===== config.mk =====
export PLATFORM = sky130hd
export DESIGN_NAME = id_ex_interlock_flat
export DESIGN_NICKNAME = d
export VERILOG_FILES = /design/src/rtl/id_ex_if.sv /design/src/rtl/id_ex_interlock.sv /design/src/flat_wrapper.sv
export SDC_FILE = /design/constraint.sdc
export NUM_CORES = 1
export LEC_CHECK = 0
export CAP_MARGIN = 20
export CELL_PAD_IN_SITES_DETAIL_PLACEMENT = 1
export CELL_PAD_IN_SITES_GLOBAL_PLACEMENT = 2
export CORE_ASPECT_RATIO = 1.2
export CORE_MARGIN = 4
export CORE_UTILIZATION = 19
export DETAILED_ROUTE_END_ITERATION = 7
export PLACE_DENSITY = 0.84
export SETUP_SLACK_MARGIN = 0.2
export SLEW_MARGIN = 20
export SYNTH_ARGS = -nofsm -noshare
export SYNTH_HDL_FRONTEND = slang
export SYNTH_SLANG_ARGS = --single-unit
export TNS_END_PERCENT = 10

===== constraint.sdc =====
create_clock -name clk_i -period 2.4 [get_ports clk_i]
set_clock_uncertainty 0.2 [all_clocks]
set_input_delay 0.72 -clock clk_i [delete_from_list [all_inputs] [get_ports clk_i]]
set_output_delay 0.72 -clock clk_i [all_outputs]
set_load 0.05 [all_outputs]

===== src/rtl/id_ex_if.sv =====
// ID/EX boundary bundle: decode operands/control, EX/MEM forwarding sources, and the
// registered EX-stage outputs of the interlock.
interface id_ex_if #(
  parameter int unsigned XLEN   = 32,
  parameter int unsigned RIDX_W = 5,
  parameter int unsigned CNT_W  = 16
);
  // Decode stage
  logic              id_valid_i;
  logic [RIDX_W-1:0] id_ra_index_i;
  logic [RIDX_W-1:0] id_rb_index_i;
  logic              id_ra_used_i;
  logic              id_rb_used_i;
  logic [XLEN-1:0]   id_ra_value_i;
  logic [XLEN-1:0]   id_rb_value_i;
  logic [RIDX_W-1:0] id_rd_index_i;
  logic              id_rd_wr_i;
  logic              id_load_i;

  // Forwarding sources
  logic [XLEN-1:0]   ex_alu_res_i;
  logic [RIDX_W-1:0] mem_rd_index_i;
  logic              mem_rd_wr_i;
  logic              mem_access_i;
  logic [XLEN-1:0]   mem_alu_res_i;
  logic [XLEN-1:0]   mem_rdata_i;

  // Pipeline control
  logic              ex_stall_i;
  logic              flush_i;

  // Outputs
  logic              id_stall_o;
  logic              ex_valid_o;
  logic [XLEN-1:0]   ex_ra_o;
  logic [XLEN-1:0]   ex_rb_o;
  logic [RIDX_W-1:0] ex_rd_index_o;
  logic              ex_rd_wr_o;
  logic              ex_load_o;
  logic [CNT_W-1:0]  stall_count_o;

  modport slave (
    input  id_valid_i, id_ra_index_i, id_rb_index_i, id_ra_used_i, id_rb_used_i,
    input  id_ra_value_i, id_rb_value_i, id_rd_index_i, id_rd_wr_i, id_load_i,
    input  ex_alu_res_i, mem_rd_index_i, mem_rd_wr_i, mem_access_i, mem_alu_res_i,
    input  mem_rdata_i, ex_stall_i, flush_i,
    output id_stall_o, ex_valid_o, ex_ra_o, ex_rb_o, ex_rd_index_o, ex_rd_wr_o,
    output ex_load_o, stall_count_o
  );

  modport master (
    output id_valid_i, id_ra_index_i, id_rb_index_i, id_ra_used_i, id_rb_used_i,
    output id_ra_value_i, id_rb_value_i, id_rd_index_i, id_rd_wr_i, id_load_i,
    output ex_alu_res_i, mem_rd_index_i, mem_rd_wr_i, mem_access_i, mem_alu_res_i,
    output mem_rdata_i, ex_stall_i, flush_i,
    input  id_stall_o, ex_valid_o, ex_ra_o, ex_rb_o, ex_rd_index_o, ex_rd_wr_o,
    input  ex_load_o, stall_count_o
  );
endinterface


===== src/rtl/id_ex_interlock.sv =====
// ID/EX pipeline register with EX/MEM operand forwarding, a one-bubble load-use interlock
// and a saturating count of interlock stall cycles.
module id_ex_interlock #(
  parameter int unsigned XLEN   = 32,
  parameter int unsigned RIDX_W = 5,
  parameter int unsigned CNT_W  = 16
) (
  input logic    clk_i,
  input logic    reset_ni,
  id_ex_if.slave pipe_io
);

  typedef enum logic {StRun, StBubble} state_e;

  state_e            state_q, state_d;
  logic              ex_valid_q;
  logic [XLEN-1:0]   ex_ra_q, ex_ra_d;
  logic [XLEN-1:0]   ex_rb_q, ex_rb_d;
  logic [RIDX_W-1:0] ex_rd_index_q;
  logic              ex_rd_wr_q;
  logic              ex_load_q;
  logic [CNT_W-1:0]  cnt_q, cnt_d;

  logic ex_hit_a, ex_hit_b;
  logic mem_hit_a, mem_hit_b;
  logic load_use;
  logic enter_bubble;

  // Hazard detection; register x0 never aliases a producer.
  always_comb begin
    ex_hit_a  = ex_valid_q & ex_rd_wr_q & (ex_rd_index_q == pipe_io.id_ra_index_i) &
                (pipe_io.id_ra_index_i != '0);
    ex_hit_b  = ex_valid_q & ex_rd_wr_q & (ex_rd_index_q == pipe_io.id_rb_index_i) &
                (pipe_io.id_rb_index_i != '0);
    mem_hit_a = pipe_io.mem_rd_wr_i & (pipe_io.mem_rd_index_i == pipe_io.id_ra_index_i) &
                (pipe_io.id_ra_index_i != '0);
    mem_hit_b = pipe_io.mem_rd_wr_i & (pipe_io.mem_rd_index_i == pipe_io.id_rb_index_i) &
                (pipe_io.id_rb_index_i != '0);
    load_use  = pipe_io.id_valid_i & ex_load_q &
                ((ex_hit_a & pipe_io.id_ra_used_i) | (ex_hit_b & pipe_io.id_rb_used_i));
  end

  // Operand select: youngest producer first. A load in EX has no data yet, so a matching
  // EX load falls through to MEM/regfile (the interlock covers the used case).
  always_comb begin
    ex_ra_d = pipe_io.id_ra_value_i;
    if (ex_hit_a && !ex_load_q) begin
      ex_ra_d = pipe_io.ex_alu_res_i;
    end else if (mem_hit_a) begin
      ex_ra_d = pipe_io.mem_access_i ? pipe_io.mem_rdata_i : pipe_io.mem_alu_res_i;
    end
  end

  always_comb begin
    ex_rb_d = pipe_io.id_rb_value_i;
    if (ex_hit_b && !ex_load_q) begin
      ex_rb_d = pipe_io.ex_alu_res_i;
    end else if (mem_hit_b) begin
      ex_rb_d = pipe_io.mem_access_i ? pipe_io.mem_rdata_i : pipe_io.mem_alu_res_i;
    end
  end

  // Interlock FSM and stall counter next state.
  always_comb begin
    state_d      = state_q;
    enter_bubble = 1'b0;
    cnt_d        = cnt_q;
    unique case (state_q)
      StRun: begin
        if (load_use && !pipe_io.ex_stall_i && !pipe_io.flush_i) begin
          state_d      = StBubble;
          enter_bubble = 1'b1;
        end
      end
      StBubble: begin
        if (!pipe_io.ex_stall_i) begin
          state_d = StRun;
        end
      end
      default: state_d = StRun;
    endcase
    if (enter_bubble && (cnt_q != {CNT_W{1'b1}})) begin
      cnt_d = cnt_q + CNT_W'(1);
    end
  end

  always_ff @(posedge clk_i or negedge reset_ni) begin
    if (!reset_ni) begin
      state_q <= StRun;
      cnt_q   <= '0;
    end else begin
      state_q <= state_d;
      cnt_q   <= cnt_d;
    end
  end

  // EX register: freeze > flush > bubble > capture. Data fields hold on kill/bubble.
  always_ff @(posedge clk_i or negedge reset_ni) begin
    if (!reset_ni) begin
      ex_valid_q    <= 1'b0;
      ex_rd_wr_q    <= 1'b0;
      ex_load_q     <= 1'b0;
      ex_ra_q       <= '0;
      ex_rb_q       <= '0;
      ex_rd_index_q <= '0;
    end else if (pipe_io.ex_stall_i) begin
      ex_valid_q    <= ex_valid_q;
      ex_rd_wr_q    <= ex_rd_wr_q;
      ex_load_q     <= ex_load_q;
    end else if (pipe_io.flush_i || load_use) begin
      ex_valid_q    <= 1'b0;
      ex_rd_wr_q    <= 1'b0;
      ex_load_q     <= 1'b0;
    end else begin
      ex_valid_q    <= pipe_io.id_valid_i;
      ex_rd_wr_q    <= pipe_io.id_valid_i & pipe_io.id_rd_wr_i;
      ex_load_q     <= pipe_io.id_valid_i & pipe_io.id_load_i;
      ex_ra_q       <= ex_ra_d;
      ex_rb_q       <= ex_rb_d;
      ex_rd_index_q <= pipe_io.id_rd_index_i;
    end
  end

  assign pipe_io.id_stall_o    = pipe_io.ex_stall_i | (load_use & ~pipe_io.flush_i);
  assign pipe_io.ex_valid_o    = ex_valid_q;
  assign pipe_io.ex_ra_o       = ex_ra_q;
  assign pipe_io.ex_rb_o       = ex_rb_q;
  assign pipe_io.ex_rd_index_o = ex_rd_index_q;
  assign pipe_io.ex_rd_wr_o    = ex_rd_wr_q;
  assign pipe_io.ex_load_o     = ex_load_q;
  assign pipe_io.stall_count_o = cnt_q;

endmodule


===== src/flat_wrapper.sv =====
// flat-port wrapper written by rule: the top's interface ports become plain ports
module id_ex_interlock_flat 
#(
  parameter int unsigned XLEN   = 32,
  parameter int unsigned RIDX_W = 5,
  parameter int unsigned CNT_W  = 16
)
  (clk_i, reset_ni, pipe_io_id_valid_i, pipe_io_id_ra_index_i, pipe_io_id_rb_index_i, pipe_io_id_ra_used_i, pipe_io_id_rb_used_i, pipe_io_id_ra_value_i, pipe_io_id_rb_value_i, pipe_io_id_rd_index_i, pipe_io_id_rd_wr_i, pipe_io_id_load_i, pipe_io_ex_alu_res_i, pipe_io_mem_rd_index_i, pipe_io_mem_rd_wr_i, pipe_io_mem_access_i, pipe_io_mem_alu_res_i, pipe_io_mem_rdata_i, pipe_io_ex_stall_i, pipe_io_flush_i, pipe_io_id_stall_o, pipe_io_ex_valid_o, pipe_io_ex_ra_o, pipe_io_ex_rb_o, pipe_io_ex_rd_index_o, pipe_io_ex_rd_wr_o, pipe_io_ex_load_o, pipe_io_stall_count_o);
  id_ex_if #(.XLEN(XLEN), .RIDX_W(RIDX_W), .CNT_W(CNT_W)) pipe_io_i ();
  input logic clk_i;
  input logic reset_ni;
  input wire logic [$bits(pipe_io_i.id_valid_i)-1:0] pipe_io_id_valid_i;
  input wire logic [$bits(pipe_io_i.id_ra_index_i)-1:0] pipe_io_id_ra_index_i;
  input wire logic [$bits(pipe_io_i.id_rb_index_i)-1:0] pipe_io_id_rb_index_i;
  input wire logic [$bits(pipe_io_i.id_ra_used_i)-1:0] pipe_io_id_ra_used_i;
  input wire logic [$bits(pipe_io_i.id_rb_used_i)-1:0] pipe_io_id_rb_used_i;
  input wire logic [$bits(pipe_io_i.id_ra_value_i)-1:0] pipe_io_id_ra_value_i;
  input wire logic [$bits(pipe_io_i.id_rb_value_i)-1:0] pipe_io_id_rb_value_i;
  input wire logic [$bits(pipe_io_i.id_rd_index_i)-1:0] pipe_io_id_rd_index_i;
  input wire logic [$bits(pipe_io_i.id_rd_wr_i)-1:0] pipe_io_id_rd_wr_i;
  input wire logic [$bits(pipe_io_i.id_load_i)-1:0] pipe_io_id_load_i;
  input wire logic [$bits(pipe_io_i.ex_alu_res_i)-1:0] pipe_io_ex_alu_res_i;
  input wire logic [$bits(pipe_io_i.mem_rd_index_i)-1:0] pipe_io_mem_rd_index_i;
  input wire logic [$bits(pipe_io_i.mem_rd_wr_i)-1:0] pipe_io_mem_rd_wr_i;
  input wire logic [$bits(pipe_io_i.mem_access_i)-1:0] pipe_io_mem_access_i;
  input wire logic [$bits(pipe_io_i.mem_alu_res_i)-1:0] pipe_io_mem_alu_res_i;
  input wire logic [$bits(pipe_io_i.mem_rdata_i)-1:0] pipe_io_mem_rdata_i;
  input wire logic [$bits(pipe_io_i.ex_stall_i)-1:0] pipe_io_ex_stall_i;
  input wire logic [$bits(pipe_io_i.flush_i)-1:0] pipe_io_flush_i;
  output wire logic [$bits(pipe_io_i.id_stall_o)-1:0] pipe_io_id_stall_o;
  output wire logic [$bits(pipe_io_i.ex_valid_o)-1:0] pipe_io_ex_valid_o;
  output wire logic [$bits(pipe_io_i.ex_ra_o)-1:0] pipe_io_ex_ra_o;
  output wire logic [$bits(pipe_io_i.ex_rb_o)-1:0] pipe_io_ex_rb_o;
  output wire logic [$bits(pipe_io_i.ex_rd_index_o)-1:0] pipe_io_ex_rd_index_o;
  output wire logic [$bits(pipe_io_i.ex_rd_wr_o)-1:0] pipe_io_ex_rd_wr_o;
  output wire logic [$bits(pipe_io_i.ex_load_o)-1:0] pipe_io_ex_load_o;
  output wire logic [$bits(pipe_io_i.stall_count_o)-1:0] pipe_io_stall_count_o;
  assign pipe_io_i.id_valid_i = pipe_io_id_valid_i;
  assign pipe_io_i.id_ra_index_i = pipe_io_id_ra_index_i;
  assign pipe_io_i.id_rb_index_i = pipe_io_id_rb_index_i;
  assign pipe_io_i.id_ra_used_i = pipe_io_id_ra_used_i;
  assign pipe_io_i.id_rb_used_i = pipe_io_id_rb_used_i;
  assign pipe_io_i.id_ra_value_i = pipe_io_id_ra_value_i;
  assign pipe_io_i.id_rb_value_i = pipe_io_id_rb_value_i;
  assign pipe_io_i.id_rd_index_i = pipe_io_id_rd_index_i;
  assign pipe_io_i.id_rd_wr_i = pipe_io_id_rd_wr_i;
  assign pipe_io_i.id_load_i = pipe_io_id_load_i;
  assign pipe_io_i.ex_alu_res_i = pipe_io_ex_alu_res_i;
  assign pipe_io_i.mem_rd_index_i = pipe_io_mem_rd_index_i;
  assign pipe_io_i.mem_rd_wr_i = pipe_io_mem_rd_wr_i;
  assign pipe_io_i.mem_access_i = pipe_io_mem_access_i;
  assign pipe_io_i.mem_alu_res_i = pipe_io_mem_alu_res_i;
  assign pipe_io_i.mem_rdata_i = pipe_io_mem_rdata_i;
  assign pipe_io_i.ex_stall_i = pipe_io_ex_stall_i;
  assign pipe_io_i.flush_i = pipe_io_flush_i;
  assign pipe_io_id_stall_o = pipe_io_i.id_stall_o;
  assign pipe_io_ex_valid_o = pipe_io_i.ex_valid_o;
  assign pipe_io_ex_ra_o = pipe_io_i.ex_ra_o;
  assign pipe_io_ex_rb_o = pipe_io_i.ex_rb_o;
  assign pipe_io_ex_rd_index_o = pipe_io_i.ex_rd_index_o;
  assign pipe_io_ex_rd_wr_o = pipe_io_i.ex_rd_wr_o;
  assign pipe_io_ex_load_o = pipe_io_i.ex_load_o;
  assign pipe_io_stall_count_o = pipe_io_i.stall_count_o;
  id_ex_interlock #(.XLEN(XLEN), .RIDX_W(RIDX_W), .CNT_W(CNT_W)) u_core (.clk_i(clk_i), .reset_ni(reset_ni), .pipe_io(pipe_io_i));
endmodule

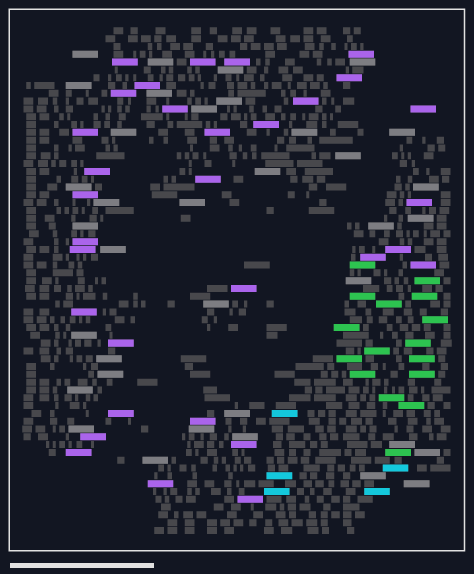
(where the registers sit)
The bar under the picture is 50 um long. Other sequential cells in the stronger grey, the rest of the logic in the fainter grey.
| name in the netlist | colour | sequential cells |
|---|---|---|
| u_core.pipe_io.stall_count_o | green | 16 |
| u_core.pipe_io.ex_rd_index_o | cyan | 5 |
| u_core.pipe_io.ex_rb_o | purple | 32 |
final core occ: 0.362
Seq. pwr: 1.77 mW
sequential share of cell area: 0.232
Reg area: 2230 um2

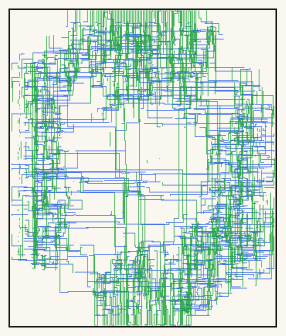
(metal layers overlaid)
Only two layers are drawn.
| layer | colour | wire length |
|---|---|---|
| M2 | green | 12,800 um |
| M1 | blue | 9,810 um |
drt wl/cell: 19.2 um
Via Count: 5,849
Tot GR Track Use: 0.158

==> impl_metrics.csv <==
group,metric,value,unit
cts,clk_latency,350,ps
global_routing,grt_max_degree,90,
synthesis,synth.largest_area_cell,"dfrtp_1",
layout,dominant_cells,"non-clock buffers",
global_routing,grt_pass1_wl,36.4,mm
routing,wl_met3,1.51,mm
global_routing,antenna_found_initial,1,
layout,ff_count,89,
synthesis,synth_warnings,0,
synthesis,synth_cell_type_count,39,
cts,cts_tree,"built",
setup_path,end_kind,"output pin",
synthesis,yosys_cells,589,
setup_path,critPathTopFamily,"simple AND/OR/NAND/NOR gates",
run,max-cap-violations,0,
floorplan,ios,280,
setup_path,worst-r2r-setup-slack,-370,ps
setup_path,path_class,"input pin to output pin",
synthesis,compound_area_frac,0.222,
synthesis,simple_gate_share,0.150,
setup_path,crit_fanout,2,
layout,clock_area_frac,0.0317,
outcome,status,"finished with violations",
routing,drc,0,
outcome,violations,"setup timing",
place,place_congestion,0.774,
timing,fmax,330,MHz
setup_path,cp_slowest_stage_delay,560,ps
synthesis,synth.logic.top_family,"AND-OR/OR-AND gates",
floorplan,dieWidth,158,um
global_routing,first_global_vias,6359,
floorplan,die_h,188,um
cts,cts-root-buf,"clkbuf_16",
setup_path,setup.worst_path.start,"pipe_io_id_rb_index_i[1]",
place,port_buffers,279,
synthesis,synthArstFlopShare,1.00,
synthesis,synth.avg_cell_area,8.72,um2
synthesis,ys_area,5140,um2
synthesis,synth_area,5140,um2
timing,finalSetupViolations,90,
timing,rsz0062_at_grt,"yes",
floorplan,dieArea,29800,um2
setup_path,cp-endpoint,"pipe_io_id_stall_o",
setup_path,cp.arrival,2110,ps
setup_path,r2r-end,"u_core.pipe_io.stall_count_o[1]",
routing,ant_nets,0,
layout,nFillCells,3075,
synthesis,synthXorXnorAreaFrac,0.0579,
run,log.warning_count,29,
layout,most-common-layout-cells,"clkdlybuf4s50_1, buf_4, dfrtp_1",
routing,drt-met1-wl,9.81,mm
synthesis,ys_sh_mux,0.0777,
place,placedCellCount,1229,
timing,slew_violations,0,
floorplan,taps,335,
cts,holdBufCountCts,0,
timing,worst_slack,-630,ps
cts,htreeDepth,3,
synthesis,synth.top_cell.area_share,0.433,
floorplan,coreArea,26500,um2
timing,hold_violations,0,
layout,area_growth,86.5,%
worst_hold_path,hp-class,"input pin to asynchronous set/reset pin",
setup_path,path_cells,"buf_6, or4_4, o211ai_4, nor3_4, o21bai_4, o21bai_4, buf_6",
pwr,ir_worst_vdd,0.352,mV
timing,period_needed,3030,ps
setup_path,slowest_stage,"or4_4",
routing,wl_met2,12.8,mm
pwr,p_leak,3.91,nW
cts,path_clk_slew,70,ps
layout,layout_top_cell,"clkdlybuf4s50_1",
timing,slew_headroom,0.647,
layout,n_all_inverters,1,
synthesis,ys_top_cells_by_area,"dfrtp_1, a31oi_1, a21oi_1",
setup_path,r2r-start,"u_core.pipe_io.ex_rd_index_o[1]",
routing,routed.top_layer,"met5",
setup_path,startpoint_type,"input pin",
synthesis,adder_share,0.00243,
routing,first_iter_violations,163,
timing,worst_pin_slew,529,ps
pwr,p_total,5.20,mW
layout,buf_share,0.391,
layout,layout-drive-gt1-share,0.278,
layout,fin_nets,1125,
cts,cts_buffer_depth,2,
layout,fin_cells,1273,
setup_path,crit_required,1480,ps
routing,drtPass1Iterations,4,
layout,multi_input_comb_cells,453,
synthesis,synth-edff-count,0,
synthesis,synth_cells,589,
timing,fin_crit_sh,1.26,
routing,via_per_inst,4.59,
synthesis,ff_type,"dfrtp_1",
setup_path,r2r.worst_path.cells,13,
place,dp_hpwl,17.5,mm
setup_path,crit_cells,7,
layout,diodes,0,
pwr,power_density,543,nW/um2
setup_path,crit_buf_inv,2,
layout,non_clock_buffer_count,379,
layout,final-comb-area,2880,um2
routing,wl,24.5,mm
synthesis,synth_nets,781,
synthesis,synth_seq_share,0.433,
floorplan,fp_util,0.194,
synthesis,synth_flops,89,
layout,comb_area_frac,0.301,
floorplan,num_rows,65,
global_routing,overflow,0,
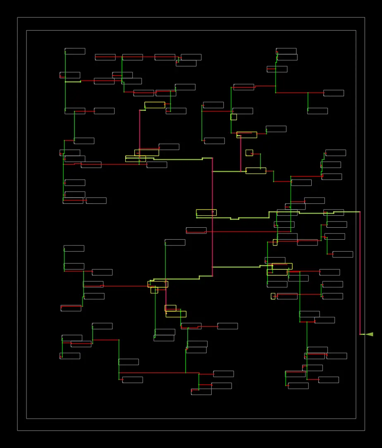
(clock wiring as the flow saved it)
TritonCTS buffer count: 9
Clock Buffer Count: 10
CTS Sinks: 89

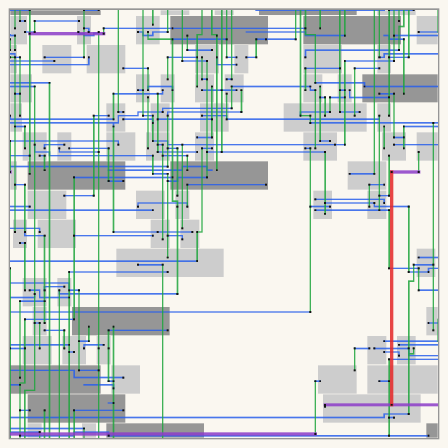
(zoomed window)
Region (20, 121) to (60, 161) um. Cells in grey, sequential cells in the stronger grey; small squares are vias.
| layer | colour |
|---|---|
| M3 | purple |
| M4 | red |
| M1 | blue |
| M2 | green |
sequential cells in the window: 9
cells with their middle in the window: 66
most frequent: nand2_1 (10), dfrtp_1 (9)
netlist names of flops here include: u_core.pipe_io.ex_rb_o (5), u_core.pipe_io.ex_ra_o (4)

## what timing repair did
| action | 4_1_cts | 5_1_grt |
|---|---|---|
| endpoints found under the hold margin | 0 | 0 |
| buffers inserted | 15 | 4 |
| pin swaps | 21 | 24 |
| setup endpoints to repair | 90 | 90 |
| resized | 63 | 46 |
| gates cloned | 8 | 1 |
## flip-flops by register name, summed over array words and instances, names as in the netlist
signal	flops
u_core.pipe_io.ex_ra_o	32
u_core.pipe_io.ex_rb_o	32
u_core.pipe_io.stall_count_o	16
u_core.pipe_io.ex_rd_index_o	5
u_core.pipe_io.ex_load_o	1
u_core.pipe_io.ex_rd_wr_o	1
u_core.pipe_io.ex_valid_o	1
u_core.state_q	1
## power breakdown
part           internal, mW  leakage (nW)  switching, mW
combinational         0.837          2.72           1.10
sequential             1.66          1.04          0.114
clock                 0.839         0.149          0.655
## per-stage QoR
step                      area [um2]  TNS [ps]  hold slack, ps  setup slack [ps]
after floorplan                 5170    -21120             224              -376
after global placement          8640    -74120             264             -1020
after detailed placement        8640    -76710             289             -1020
after CTS                       9370    -24060             237              -677
after global routing            9590    -28760             256              -656
final                           9590    -24210             216              -630
## routing by layer
metal,global-route usage,vias to the layer above
met3,0.0432,25
li1,-,2799
met1,0.184,2839
met5,0,-
met2,0.285,184
met4,0.0358,2
## cell usage after synthesis (2+ instances only)
cell      instances
clkbuf_1         29
o211ai_1          2
a211oi_1          4
nand2_1          69
a32o_1            2
nand3_1           6
mux2_2            4
mux2_1            3
xnor2_1          33
a21oi_1          68
nor4_2            2
nor3_1            2
mux2i_1          32
o211ai_2          2
dfrtp_1          89
o21ai_0          60
a31oi_1          60
nor2_1           73
and3_1            6
buf_6            13
nand4_1          11
buf_4             2
Power is estimated from default activity; no workload was simulated.
